Figure 1. Metal 1 (run 1).
The bar under the picture is 20 um long. Supply wires on this layer in grey.
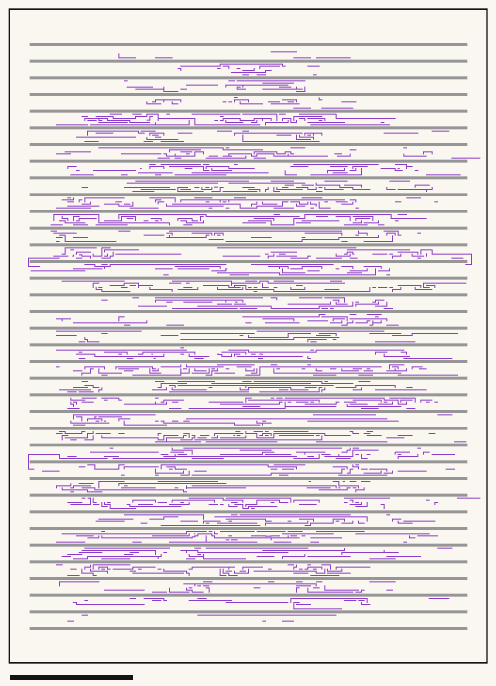
Figure 2. M2 wires (run 1).
Cells faint in the background.
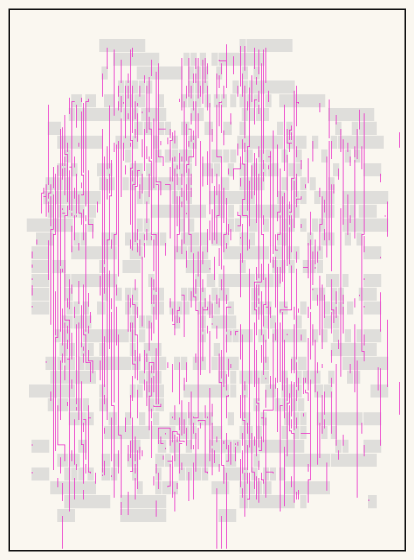
Figure 3. Signal wires on met3 (run 1).
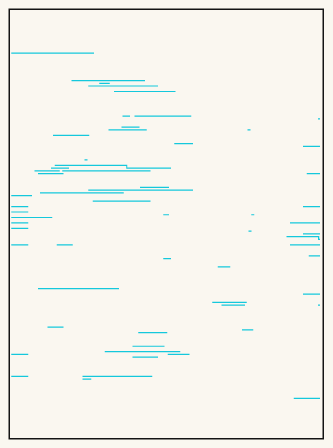
`src/rtl/mem_pkg.sv`:
```
// Shared defaults and read/write encodings for the dual-port memory.
package mem_pkg;

  localparam int unsigned DATA_W_DEFAULT = 4;
  localparam int unsigned ADDR_W_DEFAULT = 3;
  localparam int unsigned DEPTH_DEFAULT  = 8;

  localparam logic RW_READ  = 1'b0;
  localparam logic RW_WRITE = 1'b1;

endpackage : mem_pkg

```
`src/rtl/mem_read_port.sv`:
```
// Registered read port: captures the addressed word on read cycles
// and holds its last value during write cycles.
module mem_read_port
  import mem_pkg::*;
#(
  parameter int unsigned DATA_W = DATA_W_DEFAULT
) (
  input  logic              clk,
  input  logic              reset_L,
  input  logic              rw,
  input  logic [DATA_W-1:0] rdData,
  output logic [DATA_W-1:0] dataOut
);

  always_ff @(posedge clk or negedge reset_L) begin
    if (!reset_L) begin
      dataOut <= '0;
    end else if (rw == RW_READ) begin
      dataOut <= rdData;
    end
  end

endmodule : mem_read_port

```
`src/rtl/mem_sintetizado.sv`:
```
// True dual-port memory with read-first behaviour and port A winning
// same-address write collisions.
module mem_sintetizado
  import mem_pkg::*;
#(
  parameter int unsigned DATA_W = DATA_W_DEFAULT,
  parameter int unsigned ADDR_W = ADDR_W_DEFAULT,
  parameter int unsigned DEPTH  = DEPTH_DEFAULT
) (
  input  logic              clk,
  input  logic              reset_L,
  input  logic [ADDR_W-1:0] AddrA,
  input  logic [ADDR_W-1:0] AddrB,
  input  logic              rwA,
  input  logic              rwB,
  input  logic [DATA_W-1:0] DataInA,
  input  logic [DATA_W-1:0] DataInB,
  output logic [DATA_W-1:0] DataOutA,
  output logic [DATA_W-1:0] DataOutB
);

  logic [DATA_W-1:0] mem [DEPTH];
  logic              wrA_c;
  logic              wrB_c;

  // Port B's write is dropped when port A writes the same word.
  always_comb begin
    wrA_c = (rwA == RW_WRITE);
    wrB_c = (rwB == RW_WRITE) && !(wrA_c && (AddrA == AddrB));
  end

  always_ff @(posedge clk or negedge reset_L) begin
    if (!reset_L) begin
      mem <= '{default: '0};
    end else begin
      if (wrA_c) mem[AddrA] <= DataInA;
      if (wrB_c) mem[AddrB] <= DataInB;
    end
  end

  // Reads sample the array before this edge's writes land (read-first).
  mem_read_port #(.DATA_W(DATA_W)) uReadA (
    .clk    (clk),
    .reset_L(reset_L),
    .rw     (rwA),
    .rdData (mem[AddrA]),
    .dataOut(DataOutA)
  );

  mem_read_port #(.DATA_W(DATA_W)) uReadB (
    .clk    (clk),
    .reset_L(reset_L),
    .rw     (rwB),
    .rdData (mem[AddrB]),
    .dataOut(DataOutB)
  );

endmodule : mem_sintetizado

```
`config.mk`:
```
export PLATFORM = sky130hd
export DESIGN_NAME = mem_sintetizado
export DESIGN_NICKNAME = d
export VERILOG_FILES = /design/src/rtl/mem_pkg.sv /design/src/rtl/mem_read_port.sv /design/src/rtl/mem_sintetizado.sv
export SDC_FILE = /design/constraint.sdc
export NUM_CORES = 1
export LEC_CHECK = 0
export ABC_AREA = 1
export CAP_MARGIN = 20
export CORE_ASPECT_RATIO = 1.4
export CORE_MARGIN = 3
export CORE_UTILIZATION = 40
export DETAILED_ROUTE_END_ITERATION = 7
export GPL_TIMING_DRIVEN = 1
export SLEW_MARGIN = 20
export SYNTH_ARGS = -nofsm -noshare
export SYNTH_HDL_FRONTEND = slang
export SYNTH_SLANG_ARGS = --single-unit
```
`constraint.sdc`:
```
create_clock -name clk -period 2.9 [get_ports clk]
set_clock_uncertainty 0.15 [all_clocks]
set_input_delay 0.435 -clock clk [delete_from_list [all_inputs] [get_ports clk]]
set_output_delay 0.435 -clock clk [all_outputs]
set_load 0.03 [all_outputs]
```
==> notes.md, run 1 <==
Flow results are below.

- The run finished with clean final reports.
- Sorting the Yosys area breakdown by cell type puts at the top sky130_fd_sc_hd__dfrtp_1.
- The switching portion of total power is 0.366, for reference.
- The met1 layer wirelength in the final routing is slightly above 4000 um, for reference.
- Per the run summary, max-cap violations total 0.
- The largest fanout on the critical path is 36, for reference.
- On the critical path, the stage with the largest delay is an instance of sky130_fd_sc_hd__clkdlybuf4s50_1.
- The final report gives the standard cell area, fillers excluded, as approximately 0.0033 sq mm.
- The layout report lists the combined flip-flop and latch area as about 0.001 sq mm.
- In this design, the critical path's most frequently occurring cell is sky130_fd_sc_hd__nand2_1.
- The filler cell count is between 700 and 800, for reference.
- The combinational family with the most area after synthesis is simple AND/OR/NAND/NOR gates, for reference.
- The power attributed to combinational cells is 572 uW, for reference.
- The power in the clock group is about 470 uW, for reference.
- Per report_power, the top consumer among the power groups is registers.
- The routed design could run at a clock period as short as a little over 2000 ps.
- The total count of hold-check failures in the final report is 0, for reference.
- The period utilization is 0.706, for reference.
- The area fraction in compound gates is 0.0741, for reference.
- The global routing report lists combined usage of all routing layers as 0.230.
- In this design, the largest share of critical-path delay is due to buffers and inverters.
- The area fraction of the largest cell type after synthesis is 0.349.
- The leakage power summed over all cells is 1.76 nW, for reference.
- From synthesis to final layout, the design area changed by 15.9%.
- The commonest register cell is sky130_fd_sc_hd__dfrtp_1.
- The combinational share of cell area is 0.500, for reference.
- The final RePlAce weighted congestion is ~0.93, for reference.
- According to the finish report, the design has a final net count of ~510.
- The main area contributors are sky130_fd_sc_hd__dfrtp_1 35%, sky130_fd_sc_hd__nand2_1 33%, sky130_fd_sc_hd__nand4_1 6.1%.
- The clock buffer count from CTS is 5, for reference.
- Wire segments on met3 add up to between 400 and 500 um in the final route.
- The worst VDD IR drop from the latest analysis is between 200 and 250 uV.
- The nature of the critical path startpoint is an input port, for reference.
- The number of sequential storage elements is about 40, for reference.
- The initial antenna violation count is 0.
- The area share of and/or/nand/nor cells after synthesis is 0.505, for reference.
- The most common logic cells in the final layout are 251 x sky130_fd_sc_hd__nand2_1, 40 x sky130_fd_sc_hd__dfrtp_1, 34 x sky130_fd_sc_hd__o21ai_0.
- The longest clock path from root to sink contains 2 buffers.
- TritonCTS built the clock tree.
- The number of global-route vias before repair was 2807.
- The tally of nets with antenna violations remaining after routing is 0, for reference.
- The wire-length estimate of the detail-placed layout is 6710 um.
- The final max-slew violation count is 0, for reference.
- The cell sequence reported for the critical path is clkdlybuf4s50_1 -> inv_2 -> nand2_1 -> inv_1 -> nor2_1 -> nand2_2 -> buf_12 -> nand3_1 -> nand2_1 -> nand2_1.
- The setup-violating endpoint count in the final report is 0, for reference.
- Input and output buffers added on the ports amount to 25.
- Counting flops with a built-in enable in the synthesized netlist gives 0.
- The instance area at placement is 0.00322 sq mm, for reference.
- In this run the worst hold path is classified as input port to async pin.
## Picture notes: Figure 1
share of all routed wire = 45%
longest straight run = 32.7 um
wire length on this layer = 4090 um

## Picture notes: Figure 2
share of all routed wire = 47%
wire length on this layer = 4280 um
nets with wire on the layer = 357

## Picture notes: Figure 3
longest straight run = 25.8 um
nets with wire on the layer = 47
wire length on this layer = 454 um
share of all routed wire = 5.0%
main direction = horizontal
final WL: 9060 um
number of vias in the routed layout: 3087
M3 GR Usage: 0.0280

-- run 1: cell usage after synthesis, types with 4 or more instances --
cell type,instances
sky130_fd_sc_hd__clkbuf_2,4
sky130_fd_sc_hd__buf_2,9
sky130_fd_sc_hd__nand4_1,28
sky130_fd_sc_hd__clkbuf_1,9
sky130_fd_sc_hd__o211ai_1,5
sky130_fd_sc_hd__or2_2,7
sky130_fd_sc_hd__inv_1,25
sky130_fd_sc_hd__nand2_1,251
sky130_fd_sc_hd__nor3_2,5
sky130_fd_sc_hd__nor2_1,27
sky130_fd_sc_hd__o21ai_0,34
sky130_fd_sc_hd__dfrtp_1,40
sky130_fd_sc_hd__nand3_1,22
-- run 1: flip-flops by register name (all words and copies together), names as in the netlist --
register / cells
mem: 32
uReadA.dataOut: 4
uReadB.dataOut: 4
--- run 2 (diff from run 1) ---
clock period = 2 ns   (was 2.9 ns; I/O delays follow)
Figure 4. M2 wires (run 2).
Cells faint in the background.
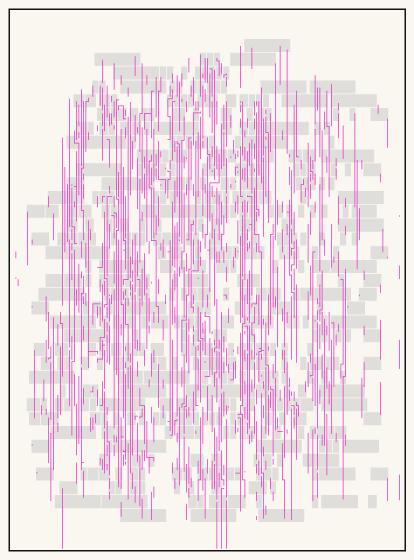
wire length on this layer = 4450 um
share of all routed wire = 48%
longest straight run = 48.6 um
main direction = vertical

Figure 5. Metal 1 (run 2).
The bar under the picture is 20 um long. Supply wires on this layer in grey.
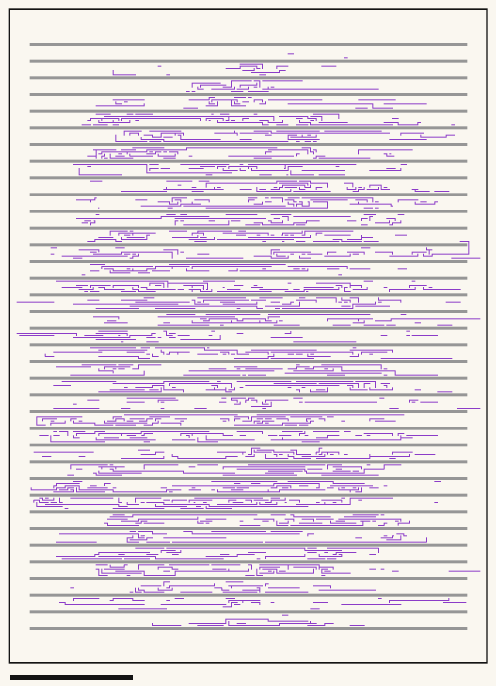
number of vias in the routed layout: 3209
final WL: 9220 um
global-route track usage on met1: 0.310

==> notes.md, run 2 <==
Flow results are below.

- The register with the most flip-flops in the layout has 32 of them.
- The library cells used most frequently in the layout, excluding fill and tap cells, are 251 x sky130_fd_sc_hd__nand2_1, 40 x sky130_fd_sc_hd__dfrtp_1, 34 x sky130_fd_sc_hd__o21ai_0.
- The synthesis report names the predominant flop master as sky130_fd_sc_hd__dfrtp_1.
- The timing report shows the most common cell along the critical path to be sky130_fd_sc_hd__nand2_1.
- The flow ran to the end, and the final reports show no timing, DRC or antenna violations.
- The script extracted a total leakage power of ~1.9 nW.
- In this run the layout overhead on the synthesized area is reported as 25.4%.
- The sequential cell area is between 0.001 and 0.0015 sq mm, for reference.
- The number of nets in the layout is ~540, for reference.
- The final max-slew violation count is 0, for reference.
- For this run the detailed placement stage logged an HPWL of 6940 um.
- The design area is between 0.003 and 0.004 sq mm, for reference.
- The share of synthesized area in the top cell type comes to 0.349.
- The cell type contributing the most total cell area after synthesis is sky130_fd_sc_hd__dfrtp_1, for reference.
- The final RePlAce weighted congestion is a little over 0.9, for reference.
- Per the finish-stage timing summary, setup violations number 0.
- The maximum buffer depth of the clock tree is 2, for reference.
- Per STA, the worst path is made up of clkdlybuf4s50_1 -> clkinv_1 -> nor2_1 -> nand2_1 -> nand2_1 -> o21ai_0 -> nand2_1 -> nand2_1.
- The tally of nets with antenna violations remaining after routing is 0, for reference.
- The report counts max-capacitance violations totalling 0.
- The most used standard cell by instance count after synthesis is sky130_fd_sc_hd__nand2_1, for reference.
- The largest register by flop count is mem, for reference.
run 2: cell counts after synthesis:
Identical to the previous run, type by type.
run 2: area by class of cell:
class | count | share of cell area
clock buffer | 5 | 0.0191
clock inverter | 2 | 0.0167
inverter | 29 | 0.0302
multi-input combinational | 385 | 0.462
sequential | 40 | 0.278
tap | 92 | 0.0320
timing repair buffer | 60 | 0.163
run 2: power breakdown:
part	internal [mW]	switching, mW
sequential	0.972	0.145
clock	0.492	0.301
combinational	0.359	0.518
run 2: cells by family after synthesis:
group                  after synthesis  synth area share
AND-OR/OR-AND                       40            0.0741
buffers and inverters               51            0.0723
flip-flops                          40             0.349
AND/OR/NAND/NOR                    345             0.505
run 2: what timing repair did:
action                    4_1_cts  5_1_grt
hold buffers                    1        0
hold endpoints to repair       19        0
setup buffers                   0        0
resized                         0        0
No activity file was given, so power comes from the tool's default toggle rates.
